### PDN straps and rails

Drawn at 3 px/um. Pins as bars on the die edge. Tap cells in gray.
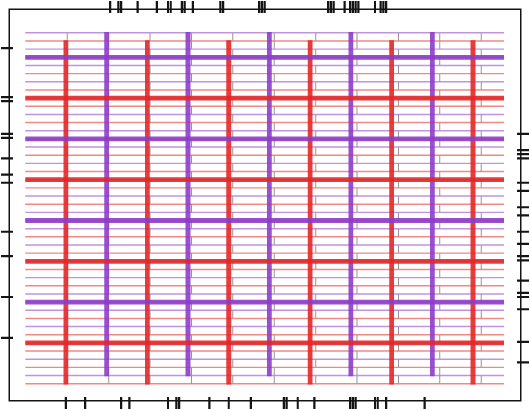
### Placement by cell class

Drawn at 3 px/um. Fill, decap, tap and diode cells in gray.
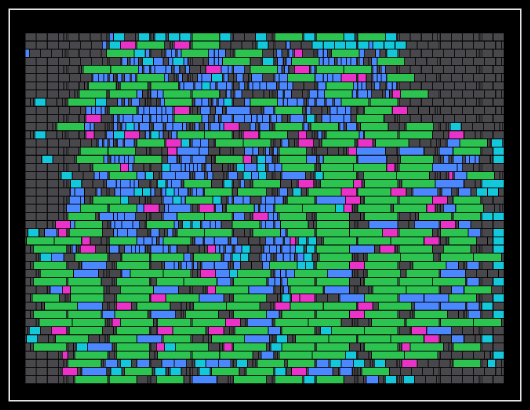
### Clock distribution

Drawn at 2 px/um.
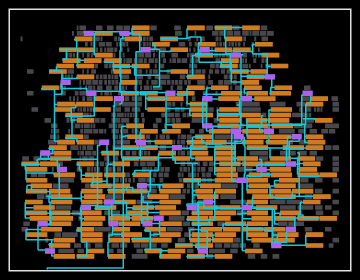
$ cat config.mk
export PLATFORM = sky130hd
export DESIGN_NAME = c64_file_loader
export DESIGN_NICKNAME = d
export VERILOG_FILES = /design/src/rtl/c64_loader_pkg.sv /design/src/rtl/loader_byte_fifo.sv /design/src/rtl/c64_file_loader.sv
export SDC_FILE = /design/constraint.sdc
export NUM_CORES = 1
export LEC_CHECK = 0
export CAP_MARGIN = 30
export CORE_ASPECT_RATIO = 0.75
export CORE_MARGIN = 5
export CORE_UTILIZATION = 55
export CTS_BUF_LIST = sky130_fd_sc_hd__clkbuf_2 sky130_fd_sc_hd__clkbuf_4 sky130_fd_sc_hd__clkbuf_8
export DETAILED_ROUTE_END_ITERATION = 6
export PLACE_DENSITY = 0.76
export SLEW_MARGIN = 20
export SYNTH_ARGS = -nofsm -noshare
export SYNTH_HDL_FRONTEND = slang
export SYNTH_HIERARCHICAL = 1
export SYNTH_SLANG_ARGS = --single-unit
$ cat constraint.sdc
create_clock -name clk32 -period 3.05 [get_ports clk32]
set_clock_uncertainty 0.2 [all_clocks]
set_input_delay 0.7625 -clock clk32 [delete_from_list [all_inputs] [get_ports clk32]]
set_output_delay 0.7625 -clock clk32 [all_outputs]
set_load 0.005 [all_outputs]
$ cat src/rtl/c64_loader_pkg.sv
// Shared types and constants for the C64 file loader: file type codes, loader
// states, FIFO entry layout, buffer defaults and header signature strings.
package c64_loader_pkg;

  typedef enum logic [2:0] {
    FT_NONE = 3'd0,
    FT_PRG  = 3'd1,
    FT_T64  = 3'd2,
    FT_CRT  = 3'd3,
    FT_TAP  = 3'd4
  } file_type_e;

  typedef enum logic [1:0] {
    ST_IDLE,
    ST_LOAD,
    ST_DRAIN
  } load_state_e;

  typedef struct packed {
    logic [24:0] offset;
    logic [7:0]  data;
  } fifo_entry_t;

  localparam logic [24:0] BUFFER_BASE_DEF = 25'h200000;
  localparam logic [24:0] MAX_SIZE_DEF    = 25'h100000;

  // First character of each string sits in the most significant byte.
  localparam logic [127:0] SIG_CRT = "C64 CARTRIDGE   ";
  localparam logic [95:0]  SIG_TAP = "C64-TAPE-RAW";
  localparam logic [23:0]  SIG_T64 = "C64";

endpackage

$ cat src/rtl/loader_byte_fifo.sv
// First-word-fall-through FIFO of {offset, byte} entries between the IO
// strobe side and the SDRAM write port. DEPTH must be a power of 2, >= 2.
module loader_byte_fifo
  import c64_loader_pkg::*;
#(
  parameter int DEPTH = 4
) (
  input  logic                     clk,
  input  logic                     rst_n,
  input  logic                     push,
  input  fifo_entry_t              wr_entry,
  input  logic                     pop,
  output fifo_entry_t              rd_entry,
  output logic [$clog2(DEPTH):0]   count,
  output logic                     full,
  output logic                     empty
);

  localparam int AW = $clog2(DEPTH);

  fifo_entry_t       mem [DEPTH];
  logic [AW-1:0]     wr_ptr;
  logic [AW-1:0]     rd_ptr;
  logic              do_push;
  logic              do_pop;

  assign full     = (count == (AW+1)'(DEPTH));
  assign empty    = (count == '0);
  assign do_push  = push && !full;
  assign do_pop   = pop && !empty;
  assign rd_entry = mem[rd_ptr];

  always_ff @(posedge clk) begin
    if (do_push) mem[wr_ptr] <= wr_entry;
  end

  always_ff @(posedge clk or negedge rst_n) begin
    if (!rst_n) begin
      wr_ptr <= '0;
      rd_ptr <= '0;
      count  <= '0;
    end else begin
      if (do_push) wr_ptr <= wr_ptr + AW'(1);
      if (do_pop)  rd_ptr <= rd_ptr + AW'(1);
      case ({do_push, do_pop})
        2'b10:   count <= count + (AW+1)'(1);
        2'b01:   count <= count - (AW+1)'(1);
        default: count <= count;
      endcase
    end
  end

endmodule

$ cat src/rtl/c64_file_loader.sv
// Streams a downloaded file into the SDRAM buffer and classifies it on completion.
// Optional macro C64_LOADER_SIGNATURE_EN adds header capture and CRT/TAP/T64 detection.
module c64_file_loader
  import c64_loader_pkg::*;
#(
  parameter logic [24:0] BUFFER_BASE = BUFFER_BASE_DEF,
  parameter logic [24:0] MAX_SIZE    = MAX_SIZE_DEF,
  parameter int          FIFO_DEPTH  = 4
) (
  input  logic        clk32,
  input  logic        reset_n,
  input  logic        ioctl_download,
  input  logic        ioctl_wr,
  input  logic [7:0]  ioctl_data,
  output logic        ioctl_wait,
  output logic        buf_req,
  output logic [24:0] buf_addr,
  output logic [7:0]  buf_data,
  input  logic        buf_ack,
  output logic [2:0]  file_type,
  output logic [24:0] file_size,
  output logic        load_done,
  output logic        load_error
);

  localparam int CW = $clog2(FIFO_DEPTH) + 1;

  load_state_e  state_q, state_d;
  logic         start, finish;
  logic         dl_q, dl_rise, dl_fall;
  logic         pend_q;
  logic [24:0]  offset_q;
  logic [24:0]  wr_cnt_q;
  logic         err_q;
  file_type_e   ft_q, ft_result;
  logic [24:0]  size_q;
  logic         done_q;
  logic         wait_q;

  logic         wr_take, over, push, pop, commit;
  fifo_entry_t  wr_entry, rd_entry;
  logic [CW-1:0] fifo_count, occ_nxt;
  logic         fifo_full, fifo_empty;

  assign dl_rise  = ioctl_download && !dl_q;
  assign dl_fall  = !ioctl_download && dl_q;
  assign wr_take  = (state_q == ST_LOAD) && ioctl_wr;
  assign over     = (offset_q >= MAX_SIZE);
  assign push     = wr_take && !over && !fifo_full;
  assign pop      = !buf_req && !fifo_empty;
  assign commit   = buf_req && buf_ack;
  assign wr_entry = '{offset: offset_q, data: ioctl_data};
  assign occ_nxt  = fifo_count + CW'(push) - CW'(pop);

  assign ioctl_wait = wait_q;
  assign file_type  = ft_q;
  assign file_size  = size_q;
  assign load_done  = done_q;
  assign load_error = err_q;

  loader_byte_fifo #(
    .DEPTH (FIFO_DEPTH)
  ) u_fifo (
    .clk      (clk32),
    .rst_n    (reset_n),
    .push     (push),
    .wr_entry (wr_entry),
    .pop      (pop),
    .rd_entry (rd_entry),
    .count    (fifo_count),
    .full     (fifo_full),
    .empty    (fifo_empty)
  );

  always_ff @(posedge clk32 or negedge reset_n) begin
    if (!reset_n) state_q <= ST_IDLE;
    else          state_q <= state_d;
  end

  // A download edge remembered during DRAIN restarts the load straight from IDLE.
  always_comb begin
    state_d = state_q;
    start   = 1'b0;
    finish  = 1'b0;
    case (state_q)
      ST_IDLE: begin
        if (dl_rise || pend_q) begin
          start   = 1'b1;
          state_d = ST_LOAD;
        end
      end
      ST_LOAD: begin
        if (dl_fall) state_d = ST_DRAIN;
      end
      ST_DRAIN: begin
        if (fifo_empty && !buf_req) begin
          finish  = 1'b1;
          state_d = ST_IDLE;
        end
      end
      default: state_d = ST_IDLE;
    endcase
  end

`ifdef C64_LOADER_SIGNATURE_EN
  logic [127:0] hdr_q;

  // Header bytes are taken as they enter the FIFO, byte 0 in the top byte.
  always_ff @(posedge clk32) begin
    if (start) begin
      hdr_q <= '0;
    end else if (push) begin
      for (int i = 0; i < 16; i++) begin
        if (offset_q == 25'(i)) hdr_q[8*(15-i) +: 8] <= ioctl_data;
      end
    end
  end

  always_comb begin
    ft_result = FT_NONE;
    if (err_q)                                          ft_result = FT_NONE;
    else if (wr_cnt_q >= 25'd16 && hdr_q == SIG_CRT)    ft_result = FT_CRT;
    else if (wr_cnt_q >= 25'd12 && hdr_q[127:32] == SIG_TAP) ft_result = FT_TAP;
    else if (wr_cnt_q >= 25'd3 && hdr_q[127:104] == SIG_T64) ft_result = FT_T64;
    else if (wr_cnt_q >= 25'd2)                         ft_result = FT_PRG;
  end
`else
  always_comb begin
    ft_result = FT_NONE;
    if (!err_q && wr_cnt_q >= 25'd2) ft_result = FT_PRG;
  end
`endif

  always_ff @(posedge clk32 or negedge reset_n) begin
    if (!reset_n) begin
      dl_q     <= 1'b0;
      pend_q   <= 1'b0;
      offset_q <= '0;
      wr_cnt_q <= '0;
      err_q    <= 1'b0;
      ft_q     <= FT_NONE;
      size_q   <= '0;
      done_q   <= 1'b0;
      wait_q   <= 1'b0;
    end else begin
      dl_q   <= ioctl_download;
      wait_q <= (occ_nxt >= CW'(FIFO_DEPTH - 1));
      done_q <= finish;
      if (start) begin
        pend_q   <= 1'b0;
        offset_q <= '0;
        wr_cnt_q <= '0;
        err_q    <= 1'b0;
        ft_q     <= FT_NONE;
        size_q   <= '0;
      end else begin
        if (state_q == ST_DRAIN && dl_rise) pend_q <= 1'b1;
        // A byte lost to a full FIFO still consumes its offset.
        if (wr_take && !over) offset_q <= offset_q + 25'd1;
        if (wr_take && (over || fifo_full)) err_q <= 1'b1;
        if (commit) wr_cnt_q <= wr_cnt_q + 25'd1;
        if (finish) begin
          ft_q   <= ft_result;
          size_q <= wr_cnt_q;
        end
      end
    end
  end

  // SDRAM write port: hold the request until acked, then idle one cycle.
  always_ff @(posedge clk32 or negedge reset_n) begin
    if (!reset_n) begin
      buf_req  <= 1'b0;
      buf_addr <= '0;
      buf_data <= '0;
    end else if (buf_req) begin
      if (buf_ack) buf_req <= 1'b0;
    end else if (!fifo_empty) begin
      buf_req  <= 1'b1;
      buf_addr <= BUFFER_BASE + rd_entry.offset;
      buf_data <= rd_entry.data;
    end
  end

endmodule
==> results.toml <==
# synthesis and place-and-route metrics
[cells_and_area]
num_antenna_cells = 0
n_clock_buffer = 67
drive_gt1_share_pct = 21.0
comb_cells = 412
seq_cell_count = 256
n_all_inverters = 18
fillers = 1219

[synth]
edf_count = 132
yosysChipArea_um2 = 10600
synth.ff_latch_count = 256
topCombFamilyByArea = "multiplexers"
synth-main-ff-cell = "edfxtp_1"
synth_cell_types = 55

[outcome]
status = "complete, no violations"

[drt]
drc = 0
postRouteAntennaNets = 0
num_vias = 6476

[power_and_ir_drop]
p_per_area_nw_per_um2 = 831
power_mw = 10.4

[placement]
portBuffers = 75
place_inst = 1047

[timing]
rsz0062_at_grt = "no"
relSlewSlack_pct = 45.5
tightest_slew_ps = 812
hold_viol_final = 0
post-route-period-util_pct = 87.8

[worst_setup_path]
rr_worst_depth = 11
reg2reg_from = "offset_q[23]"
setup.worst_path.end_class = "register"
max_stage_delay_ps = 430
required_ps = 3290
reg2reg_to = "u_fifo/count[2]"
startpoint = "ioctl_wr"
path_cells = "clkdlybuf4s50_1 -> and4bb_2 -> nand2_1 -> nor2_1 -> nor2b_2 -> inv_1 -> ha_1 -> inv_1 -> fa_1 -> xor2_1 -> nor2_1 -> xor2_1"
startpoint_type = "primary input"

[global_route]
globalRoute.totalOverflow = 0
grt_usage_pct = 20.1
antenna_found_initial = 0
grt_use_met2_pct = 31.7
grt_max_degree = 52

[clock_tree]
cts_made_buffers = 40
cts-htree-levels = 2
clk_pin_slew_ps = 60

[worst_hold_path]
hold_end = "buf_addr[19]"
worstHoldPathType = "reg2reg"

[run]
warning_count = 32

[floorplanning]
pin_count = 78
taps = 247
## Picture notes: 'PDN straps and rails'
color	net
purple	VDD
red	VSS
met1 rails	44
rows	43
tap cells	247
Placeable Area: 18,700 um^2
Die H: 130 um
Worst VDD drop: 0.478 mV
chip width: 170 um

## Picture notes: 'Placement by cell class'
color	class	cells	share of their area
cyan	remaining buffers and delay cells	115	8.7%
magenta	clock drivers and dummy loads	72	6.7%
green	sequential cells	256	58%
blue	combinational and other logic	430	27%
Finished Cell Area: 12,600 um^2
fin util: 67.2%
row cnt: 43
Seq area share: 56.3%

## Picture notes: 'Clock distribution'
[orange] flip-flops | count: 256
[purple] clock drivers | count: 40
[cyan] clock wires | length: 3,010 um
routed clock nets	41
Power Clock: 2.89 mW
clock share of power: 27.7%
clk_lat worst skew: 530 ps

==> cell usage after synthesis, types with 4 or more instances <==
master	instances	area [um^2]
and4_1	4	35.0
nand4_1	14	87.6
a21oi_1	47	235
nor3_1	5	25.0
clkbuf_1	8	30.0
xor2_1	15	131
xnor2_1	12	105
dfrtp_1	124	3100
mux4_2	28	631
and3_1	4	25.0
o21ai_0	10	50.1
nand2b_1	5	31.3
edfxtp_1	132	3960
buf_2	14	70.1
ha_1	12	150
nand2_1	79	297
or3_1	9	56.3
mux2_2	31	349
mux4_1	5	131
nand3_1	19	95.1
and2_1	11	68.8
o31ai_1	11	82.6
nor4_1	8	50.1
inv_1	17	63.8
buf_1	4	15.0
nor2_1	35	131
mux2i_1	6	60.1
or4_1	12	90.1
==> worst register-to-register path: cells and delay by family (launching register included) <==
family / cells / cell delay (ps)
xor+xnor: 2 / 350
flops: 1 / 470
fa+ha+maj: 2 / 400
buf+inv: 2 / 130
simple gates: 5 / 920
==> cells in the final DEF, fill, tap and decap left out, types with 2 or more instances in the layout <==
cell             instances
nor3_1                   5
nand3_1                 19
dfrtp_1                123
inv_1                   17
o211ai_1                 3
nand2b_1                 5
xor2_1                  15
or4_1                   12
o21ai_0                 10
clkdlybuf4s50_1         74
o31ai_1                 11
nor4_1                   8
nand3_2                  3
and2_1                  11
clkbuf_4                21
and4_1                   4
mux2_2                  31
xnor2_1                 12
or3_1                    9
nor2b_1                  2
nor2_1                  34
fa_1                     2
clkinv_1                 2
a211oi_1                 2
nand2_1                 79
a21oi_1                 47
clkbuf_8                46
mux4_1                   5
buf_4                   39
conb_1                   2
edfxtp_1               132
nand4_1                 14
mux4_2                  28
and3_1                   4
mux2i_1                  6
clkinv_2                 2
ha_1                    12
==> where the power goes <==
group	leakage [nW]	internal (mW)	total [mW]	switching (mW)
clock	0.441	1.63	2.89	1.26
sequential	2.76	4.25	4.63	0.383
combinational	1.56	1.56	2.91	1.35
==> per-layer routing <==
metal / share of wire [%] / vias to the layer above
li1: - / 2928
met4: 2.0 / 0
met2: 47 / 236
met3: 6.7 / 43
met1: 44 / 3269
met5: 0 / -
==> timing repair <==
action                    CTS  global route
hold endpoints to repair   18             0
hold buffers                1             0
resized                     0             0
==> stage by stage <==
stage                     utilization, %  setup TNS (ps)  worst slack [ps]
after floorplan                        -               0              73.4
final                               67.2               0               371
after global placement              62.8           -5.86             -5.86
after detailed placement            62.8            -166              -119
after global routing                67.2               0               258
after CTS                           67.2               0               427
==> state kept, by name (all words and copies together), names as in the netlist <==
| name | cells |
|---|---|
| dl_q | 1 |
| u_fifo/count | 3 |
| file_type | 1 |
| u_fifo/rd_ptr | 2 |
| u_fifo/mem | 132 |
| load_error | 1 |
| buf_addr | 25 |
| buf_req | 1 |
| offset_q | 25 |
| wr_cnt_q | 25 |
| file_size | 25 |
| load_done | 1 |
| u_fifo/wr_ptr | 2 |
| pend_q | 1 |
| state_q | 2 |
| ioctl_wait | 1 |
| buf_data | 8 |
No activity file was given, so power comes from the tool's default toggle rates.
